## src/rtl/apu_frame_sequencer.sv

```systemverilog
// Frame sequencer: divides clk to the step rate, walks a 4- or 5-step sequence and
// emits quarter/half-frame strobes plus a sticky frame interrupt.
module apu_frame_sequencer #(
    parameter int unsigned CLKRATE = 3_579_545,
    parameter int unsigned STEP_HZ = 240
) (
    input  logic       clk,
    input  logic       rst_n,
    input  logic       cfg_we,
    input  logic       cfg_mode,
    input  logic       cfg_irq_inhibit,
    input  logic       irq_ack,
    output logic       quarter_tick,
    output logic       half_tick,
    output logic       irq,
    output logic [2:0] step
);

    localparam int unsigned DIV = CLKRATE / STEP_HZ;
    localparam int unsigned PW  = (DIV > 1) ? $clog2(DIV) : 1;
    localparam logic [PW-1:0] PRESC_LAST = PW'(DIV - 1);

    logic [PW-1:0] presc_q, presc_d;
    logic [2:0]    step_q, step_d;
    logic          mode_q, mode_d;
    logic          inhibit_q, inhibit_d;
    logic          quarter_q, quarter_d;
    logic          half_q, half_d;
    logic          irq_q, irq_d;

    logic          terminal_c;
    logic          dec_q_c, dec_h_c, dec_irq_c;
    logic [2:0]    last_step_c;

    // Strobe decode for the step that is completing
    always_comb begin
        dec_q_c   = 1'b0;
        dec_h_c   = 1'b0;
        dec_irq_c = 1'b0;
        case (step_q)
            3'd0: dec_q_c = 1'b1;
            3'd1: begin dec_q_c = 1'b1; dec_h_c = 1'b1; end
            3'd2: dec_q_c = 1'b1;
            3'd3: begin
                if (!mode_q) begin
                    dec_q_c   = 1'b1;
                    dec_h_c   = 1'b1;
                    dec_irq_c = !inhibit_q;
                end
            end
            3'd4: begin
                dec_q_c = mode_q;
                dec_h_c = mode_q;
            end
            default: ;
        endcase
    end

    // Next-state: prescaler, step walk, config write and irq bookkeeping
    always_comb begin
        terminal_c  = (presc_q == PRESC_LAST);
        last_step_c = mode_q ? 3'd4 : 3'd3;
        presc_d     = terminal_c ? '0 : presc_q + PW'(1);
        step_d      = step_q;
        mode_d      = mode_q;
        inhibit_d   = inhibit_q;
        quarter_d   = terminal_c & dec_q_c;
        half_d      = terminal_c & dec_h_c;
        irq_d       = (terminal_c & dec_irq_c) | (irq_q & ~irq_ack);

        if (terminal_c) begin
            step_d = (step_q == last_step_c) ? 3'd0 : step_q + 3'd1;
        end

        // A write restarts the sequence and overrides anything decoded this edge
        if (cfg_we) begin
            mode_d    = cfg_mode;
            inhibit_d = cfg_irq_inhibit;
            presc_d   = '0;
            step_d    = 3'd0;
            quarter_d = cfg_mode;
            half_d    = cfg_mode;
            irq_d     = irq_q & ~irq_ack & ~cfg_irq_inhibit;
        end
    end

    always_ff @(posedge clk) begin
        if (!rst_n) begin
            presc_q   <= '0;
            step_q    <= 3'd0;
            mode_q    <= 1'b0;
            inhibit_q <= 1'b0;
            quarter_q <= 1'b0;
            half_q    <= 1'b0;
            irq_q     <= 1'b0;
        end else begin
            presc_q   <= presc_d;
            step_q    <= step_d;
            mode_q    <= mode_d;
            inhibit_q <= inhibit_d;
            quarter_q <= quarter_d;
            half_q    <= half_d;
            irq_q     <= irq_d;
        end
    end

    assign quarter_tick = quarter_q;
    assign half_tick    = half_q;
    assign irq          = irq_q;
    assign step         = step_q;

endmodule

```

## config.mk

```make
export PLATFORM = sky130hd
export DESIGN_NAME = apu_frame_sequencer
export DESIGN_NICKNAME = d
export VERILOG_FILES = /design/src/rtl/apu_frame_sequencer.sv
export SDC_FILE = /design/constraint.sdc
export NUM_CORES = 1
export LEC_CHECK = 0
export CAP_MARGIN = 20
export CORE_MARGIN = 3
export CORE_UTILIZATION = 58
export CTS_CLUSTER_DIAMETER = 120
export DETAILED_ROUTE_END_ITERATION = 6
export PLACE_DENSITY = 0.8
export SYNTH_ARGS = -nofsm -noshare
export SYNTH_HDL_FRONTEND = slang
export SYNTH_SLANG_ARGS = --single-unit
```

## constraint.sdc

```tcl
create_clock -name clk -period 3.3 [get_ports clk]
set_input_delay 0.99 -clock clk [delete_from_list [all_inputs] [get_ports clk]]
set_output_delay 0.99 -clock clk [all_outputs]
set_load 0.03 [all_outputs]
```

Cell area per tile:
Scale: 8 px per µm. The die is cut into 10 by 10 equal tiles; black is low, pale yellow is high, 0 to 100% covered.
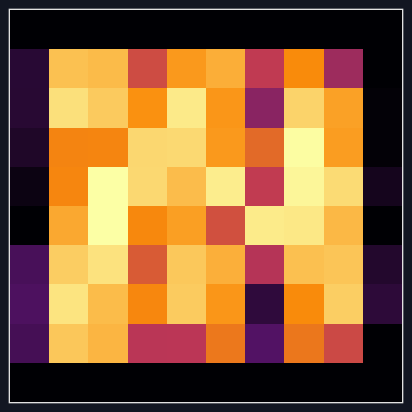
The mean over all tiles is 50%. The fullest tile reaches 100%. 41% of the tiles are over 75% full.

Floorplan with the power grid:
Scale: 8 px per µm. Pins as bars on the die edge.
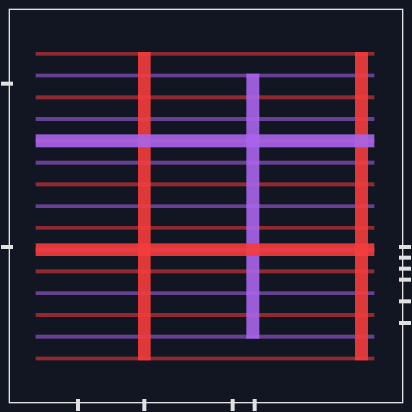
Purple marks VDD. Red marks VSS.
2 straps on met5. 12 signal pins sit on the boundary. 15 met1 rails follow the rows. 3 straps on met4. The core has 14 rows.

==> flow_metrics.py <==
# Metrics from the implementation run
metrics = {
    "run_status": {
        "run_status": "completed",
    },
    "synth": {
        "muxShareOfSynthArea_pct": 1.87,
        "synth_compound_gate_area_share_pct": 7.93,
        "synth-area-yosys_mm2": 0.00107,
        "netlist_top_cells_area": "sky130_fd_sc_hd__dfxtp_1 41%, sky130_fd_sc_hd__ha_1 8.2%, sky130_fd_sc_hd__nor2_1 6.7%",
        "mappedNetlistNets": 133,
        "synth.cellmix.simpleShare_pct": 29.4,
        "postSynthRegisterBits": 22,
        "main_flop_type_after_synthesis": "sky130_fd_sc_hd__dfxtp_1",
        "yosysSeqAreaShare_pct": 41.1,
        "synthesis.instances": 120,
        "synthXorXnorAreaFrac_pct": 8.98,
        "synth.logic.top_family": "simple AND/OR/NAND/NOR gates",
        "library_cell_occupying_the_most_area_in_the_post_synthesis_netlist": "sky130_fd_sc_hd__dfxtp_1",
        "warning_count_from_the_yosys_run": 0,
    },
    "route": {
        "via_count": 903,
        "drcViolationCount": 0,
        "antenna_left": 0,
        "routed-wl-met2_um": 950,
        "viasPerCell": 5.75,
        "detail_route.iter0.violations": 9,
    },
    "clocking": {
        "tritoncts": "yes",
        "post_cts_buffers": 0,
        "tritoncts.num_buffers": 3,
        "cts-hold-fix-buffers": 0,
        "cts_repair_resize_count": 0,
        "htreeDepth": 1,
        "tritoncts_num_sinks": 22,
    },
    "critical_path": {
        "reg2regPathDepth": 5,
        "crit_family": "buffers and inverters",
        "crit_reg_reg_startpoint": "presc_q[0]",
        "crit_start": "step[2]",
        "endpoint_kind": "output pin",
        "critical_path.endpoint": "step[2]",
        "worstPathCellList": "clkdlybuf4s50_1",
        "timing.critical_path.fanout_max": 6,
        "cpMaxStageDelayCell": "sky130_fd_sc_hd__clkdlybuf4s50_1",
        "path_class": "reg -> out",
    },
    "final_layout": {
        "finalCoreUtilization_pct": 76.9,
        "final_instance_area_mm2": 0.00124,
        "syn2layout_area_growth_pct": 15.6,
        "stdcell_count": 157,
    },
    "placed_design": {
        "place.detailed.instances": 153,
        "place.gp.congestion": 0.866,
        "dpl_cell_area_mm2": 0.00120,
        "place.port_buffers": 11,
    },
    "power": {
        "worst_ir_drop_vdd_v": 0.000289,
        "sw_frac_of_total_pct": 21.2,
        "internal_power_uw": 348,
        "static-leakage-power_uw": 0.000450,
        "p_per_area_mw_per_mm2": 356,
        "sequential_group_share_of_total_power_pct": 61.7,
    },
    "final_timing": {
        "unrepaired_setup_endpoints_after_global_routing": "false",
        "final_hold_viol_count": 0,
        "post-route-min-period_ns": 2.46,
        "report.final.slew_viol_count": 0,
        "max_freq_mhz": 406,
        "finClkSkew_ns": 0.00120,
        "final-setup-viol-count": 0,
    },
    "floorplan": {
        "io_pins": 12,
        "die_h_um": 49.0,
        "die_x_um": 49.0,
        "initial_utilization_pct": 66.5,
        "design.core.area_mm2": 0.00161,
        "floorplan.rows": 14,
        "fp.dieArea_mm2": 0.00240,
    },
    "grt": {
        "globalRouteMet1Util_pct": 23.9,
        "gr-usage-met3_pct": 4.28,
        "grt_pass1_wl_um": 3570,
        "total_grt_usage_pct": 19.0,
        "grt_util_met2_pct": 30.8,
        "vias_in_the_first_global_route": 832,
    },
    "min_path": {
        "timing.hold.worst_path_depth": 1,
    },
}
The metal 2 layer:
Scale: 8 px per µm.
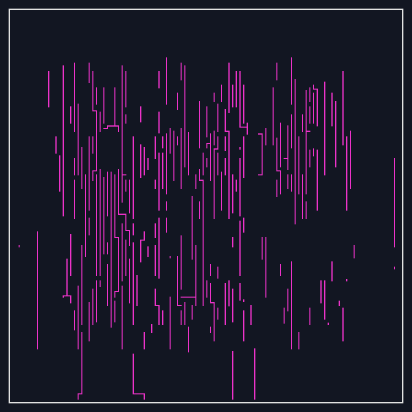
The layer holds 46% of the routed length. The wires run mostly vertical. 127 nets have wire on it.

==> cell usage in the layout (no fill, tap or decap) <==
cell type and instances:
sky130_fd_sc_hd__nand4_1 5, sky130_fd_sc_hd__nor4_1 4, sky130_fd_sc_hd__xnor2_1 5, sky130_fd_sc_hd__mux2i_1 2, sky130_fd_sc_hd__nand4_2 1, sky130_fd_sc_hd__nor4b_2 1
sky130_fd_sc_hd__a2111oi_0 1, sky130_fd_sc_hd__inv_1 5, sky130_fd_sc_hd__nor3_1 1, sky130_fd_sc_hd__clkbuf_4 3, sky130_fd_sc_hd__nand2_1 6, sky130_fd_sc_hd__and3_1 1
sky130_fd_sc_hd__or4_1 1, sky130_fd_sc_hd__a21boi_0 1, sky130_fd_sc_hd__nor2b_1 1, sky130_fd_sc_hd__or3_1 1, sky130_fd_sc_hd__nand2_2 1, sky130_fd_sc_hd__and4_4 1
sky130_fd_sc_hd__o31ai_1 1, sky130_fd_sc_hd__dfxtp_1 22, sky130_fd_sc_hd__nand3_1 6, sky130_fd_sc_hd__a211o_1 1, sky130_fd_sc_hd__nor2_1 19, sky130_fd_sc_hd__and4b_1 1
sky130_fd_sc_hd__clkbuf_8 1, sky130_fd_sc_hd__o21a_1 1, sky130_fd_sc_hd__and3b_1 2, sky130_fd_sc_hd__ha_1 7, sky130_fd_sc_hd__xor2_1 6, sky130_fd_sc_hd__a21oi_1 5
sky130_fd_sc_hd__nand2b_1 5, sky130_fd_sc_hd__o21ai_0 3, sky130_fd_sc_hd__o21ai_1 1, sky130_fd_sc_hd__clkdlybuf4s50_1 11
==> cell usage after synthesis (2+ instances only) <==
library cell               number
sky130_fd_sc_hd__dfxtp_1       22
sky130_fd_sc_hd__nor2_1        19
sky130_fd_sc_hd__ha_1           7
sky130_fd_sc_hd__nand2_1        6
sky130_fd_sc_hd__nand3_1        6
sky130_fd_sc_hd__xor2_1         6
sky130_fd_sc_hd__a21oi_1        5
sky130_fd_sc_hd__inv_1          5
sky130_fd_sc_hd__nand2b_1       5
sky130_fd_sc_hd__nand4_1        5
sky130_fd_sc_hd__xnor2_1        5
sky130_fd_sc_hd__nor4_1         4
sky130_fd_sc_hd__o21ai_0        3
sky130_fd_sc_hd__and3b_1        2
sky130_fd_sc_hd__mux2i_1        2
==> power by group through the flow <==
stage | logic [µW] | registers (µW) | clock network (µW)
after floorplan | 10.1 | 279 | 0
after global placement | 21.9 | 278 | 0
after detailed placement | 22.5 | 278 | 0
after CTS | 22.6 | 272 | 150
after global routing | 25.0 | 273 | 163
final | 22.4 | 272 | 147
==> through the flow <==
step / setup slack, ns / total power (µW)
after floorplan: 1.38 / 290
after global placement: 0.830 / 300
after detailed placement: 0.795 / 301
after CTS: 0.821 / 445
after global routing: 0.766 / 461
final: 0.835 / 441
==> sequential cells by signal, indices dropped and copies added (netlist names) <==
| name | count |
|---|---|
| presc_q | 14 |
| half_tick | 1 |
| mode_q | 1 |
| quarter_tick | 1 |
| inhibit_q | 1 |
| irq | 1 |
| step | 3 |
==> cell type report <==
cell class                 instances  area (µm²)
timing repair buffer              11         110
multi-input combinational         91         604
fill                             135         372
inverter                           5        18.8
clock buffer                       4        36.3
sequential                        22         440
tap                               24        30.0
No activity file was given, so power comes from the tool's default toggle rates.
